The metal 1 layer:
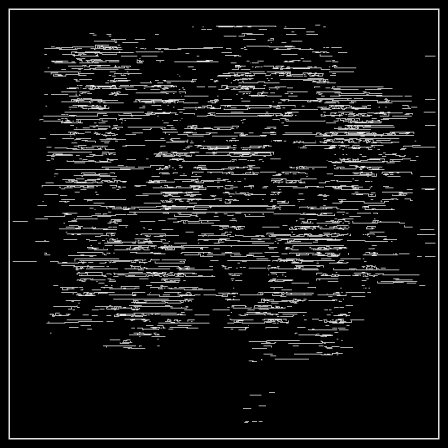
M2 wires:
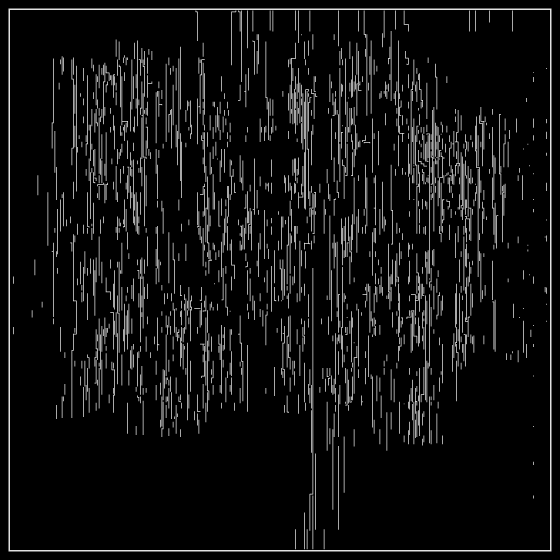
The metal 3 layer:
Bar = 50 µm. Cells faint in the background.
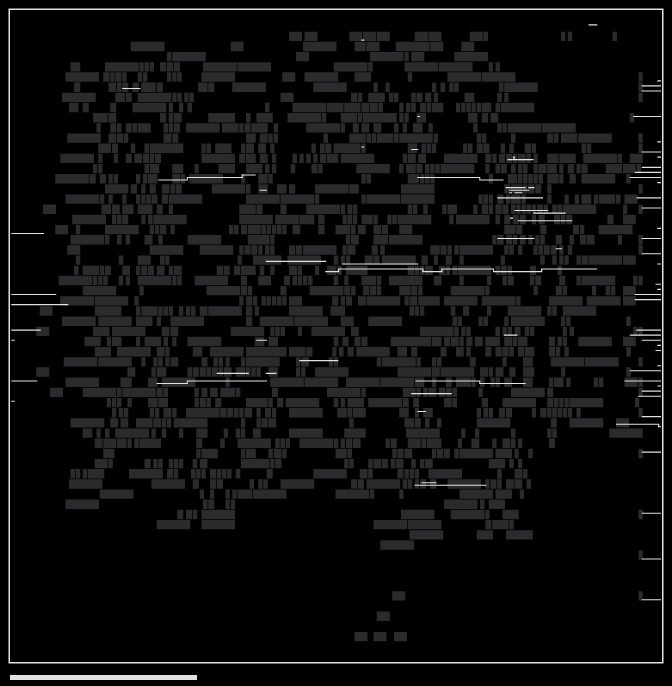
Routing congestion map:
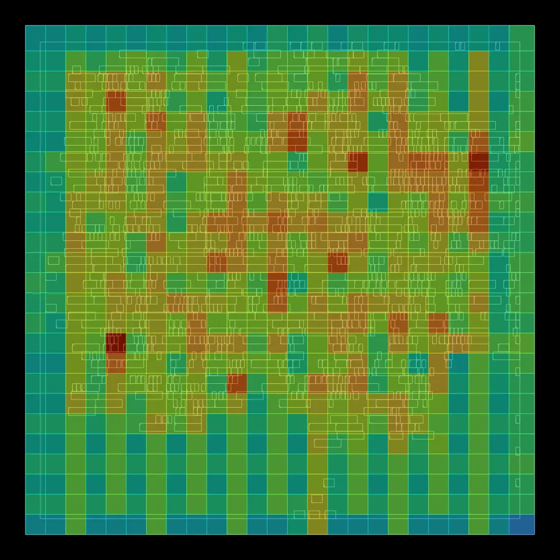
Design player_action_arbiter, sky130hd; sources not shown.
==> flow_summary_export.csv <==
group,metric,value,unit
outcome,run_status,"finished clean",
floorplan,chipHeight,174.3,µm
setup_path,path_cells,"clkdlybuf4s50_1",
hold_path,timing.hold.worst.class,"reg2reg",
placement,dp_hpwl,13.68,mm
setup_path,worst_path_largest_cell_delay,0.70,ns
power_and_ir_drop,share_clk_of_total_power,0.255,
sta,timing.max_slew.rel_slack,0.4019,
sta,highest_attainable_clock_frequency,0.2519,GHz
clocking,htree_levels,4,
flow_run,number_of_warning_messages_in_the_logs,29,
clocking,cts_max_path_buffers,2,
logic_synthesis,post_synth_main_area_contributors,"sky130_fd_sc_hd__dfrtp_1 45%, sky130_fd_sc_hd__nand2_1 9.6%, sky130_fd_sc_hd__inv_1 6.5%",
floorplan,chip_area,0.03039,mm²
setup_path,critical_path.max_fanout,4,
setup_path,crit_slowest_cell,"sky130_fd_sc_hd__clkdlybuf4s50_1",
setup_path,worstSetupPathType,"reg2out",
power_and_ir_drop,max-vdd-ir-drop,95.88,µV
sta,layout_min_cycle_time,3.970,ns
power_and_ir_drop,combinationalPowerShare,0.247,
power_and_ir_drop,p_sw_frac,0.3482,
logic_synthesis,synth.avg_cell_area,8.084,µm²
setup_path,type_of_element_launching_the_critical_path,"flop",
global_routing,grt_max_degree,66,
floorplan,fp.dieW,174.3,µm
clocking,clk_transition_reported_paths,0.14,ns
power_and_ir_drop,p_int,1346,µW
global_routing,globalRouteOverflowTotal,0,
finish,seq_area,0.004229,mm²
global_routing,grt_first_pass_wirelength,32.26,mm
floorplan,pin_count,71,
finish,layout-drive-gt1-share,0.09902,
logic_synthesis,yosysWarnings,0,
detailed_routing,dr.pass1.iters,5,
logic_synthesis,yosys-stat-cells,1169,
flow_run,max_cap_violations,0,
setup_path,cp.depth,1,
clocking,cts_num_sinks,169,
sta,final-max-slew-violation-count,0,
sta,finalCritPeriodShare,0.5224,
logic_synthesis,yosysSeqAreaShare,0.4475,
finish,most_frequent_logic_cell_in_the_layout,"sky130_fd_sc_hd__nand2_1",
hold_path,whs_path_depth,0,
finish,largest_reg_flops,96,
sta,timing.final.hold_violations,0,
clocking,tritoncts,"yes",
finish,multiInputGateArea,0.004342,mm²
finish,layout.cells.most_common_list,"241 x sky130_fd_sc_hd__nand2_1, 169 x sky130_fd_sc_hd__dfrtp_1, 162 x sky130_fd_sc_hd__inv_1",
sta,clock-skew-final,0.02388,ns
clocking,insertion_delay,0.56,ns
clocking,tritoncts_buffers,17,
setup_path,cp_top_family,"buffers and inverters",
logic_synthesis,synth_flops,169,
logic_synthesis,synth_area_leader,"sky130_fd_sc_hd__dfrtp_1",
logic_synthesis,yosys.cell_types.count,47,
sta,rsz0062_at_grt,"false",
placement,gp_congestion,0.8365,
setup_path,cp_num_buf_inv,1,
floorplan,std_cell_rows,60,
clocking,ctsRootBufferMaster,"sky130_fd_sc_hd__clkbuf_4",
detailed_routing,drc,0,
logic_synthesis,syn-instance-count,1169,
floorplan,initCoreUtil,0.3526,
power_and_ir_drop,pwr-share-seq,0.498,
finish,fillCellCount,2712,
setup_path,crit_arrival,1.69,ns
detailed_routing,ant_nets,0,
logic_synthesis,synth_top_area_share,0.4475,
Notes on 'the metal 1 layer' above:
wire length on this layer: 8850 µm
nets with wire on the layer: 1174
main direction: horizontal
share of all routed wire: 48%
wirelength, routed: 18.25 mm
met1 Use GR: 0.1678
via count: 7240

Notes on 'M2 wires' above:
nets with wire on the layer: 994
longest straight run: 72.9 µm
wire length on this layer: 8560 µm
grt met2 use: 0.2077

Notes on 'the metal 3 layer' above:
longest straight run: 22.5 µm
share of all routed wire: 3.2%
wire length on this layer: 590 µm
nets with wire on the layer: 66
main direction: horizontal
met3 Usage GRT: 0.02458

Notes on 'routing congestion map' above:
most congested layer reported by global routing: met2
post-route core utilization: 0.3859
Avg WL per Cell: 11.66 µm
global-route usage over all layers: 0.1256

==> through the flow <==
step                power [µW]  worst slack [ns]  cell area [µm²]  hold WS (ns)  cells
floorplan                 1437            0.7449             9567        0.3537   1200
global placement          1551             3.490            10050        0.3569   1531
detailed placement        1556             3.460            10050        0.3597   1531
CTS                       2093             3.565            10340        0.3918   1563
global route              2214             3.522            10340        0.4057   1565
finish                    2065             3.630            10340        0.3909   1565
==> power groups by stage <==
stage / clock network, µW / logic, µW / registers (µW)
floorplan: 0 / 402 / 1040
global placement: 0 / 507 / 1040
detailed placement: 0 / 511 / 1050
CTS: 550 / 513 / 1030
global route: 589 / 585 / 1040
finish: 527 / 510 / 1030
==> routing by layer <==
layer  vias to the layer above  wire length [µm]  global-route usage
li1                       3766                 -                   -
met1                      3348              8845              0.1678
met2                       107              8562              0.2077
met3                        19               589             0.02458
met4                         0               251             0.03629
met5                         -                 0                   0
==> layout make-up <==
type | count | area share
multi-input combinational | 806 | 0.4198
sequential | 169 | 0.4090
inverter | 175 | 0.06400
tap | 341 | 0.04126
timing repair buffer | 40 | 0.03823
clock buffer | 21 | 0.01524
clock inverter | 11 | 0.01198
antenna | 2 | 0.0004840
==> synthesized netlist by cell type (all sizes together) <==
master and count:
buf 45, ha 36, clkbuf 5, o21bai 4
a211oi 3, clkinv 2, inv 173, fa 4
o221a 1, xnor2 1, o21ai 64, nand3b 5
o21a 8, nor2 170, or2 1, nor3b 4
nand3 50, o211ai 1, xor2 7, o311ai 1
o211a 3, nand4 30, a31oi 5, conb 1
and2 1, nor3 46, nand2 264, a21oi 56
nand2b 1, dfrtp 169, o31ai 2, nor4 6
==> logic make-up (layout without fill, tap and decap cells) <==
group,after synthesis,count (layout),share of synthesized area
and+or+nand+nor,578,578,0.2943
buffers and inverters,225,247,0.1054
DFF,169,169,0.4475
AOI/OAI and AO/OA,148,148,0.08884
other,1,34,0.0003968
xor gates and xnor gates,8,8,0.007415
adders and majority gates,40,40,0.05614
Power and IR drop assume default switching activity.
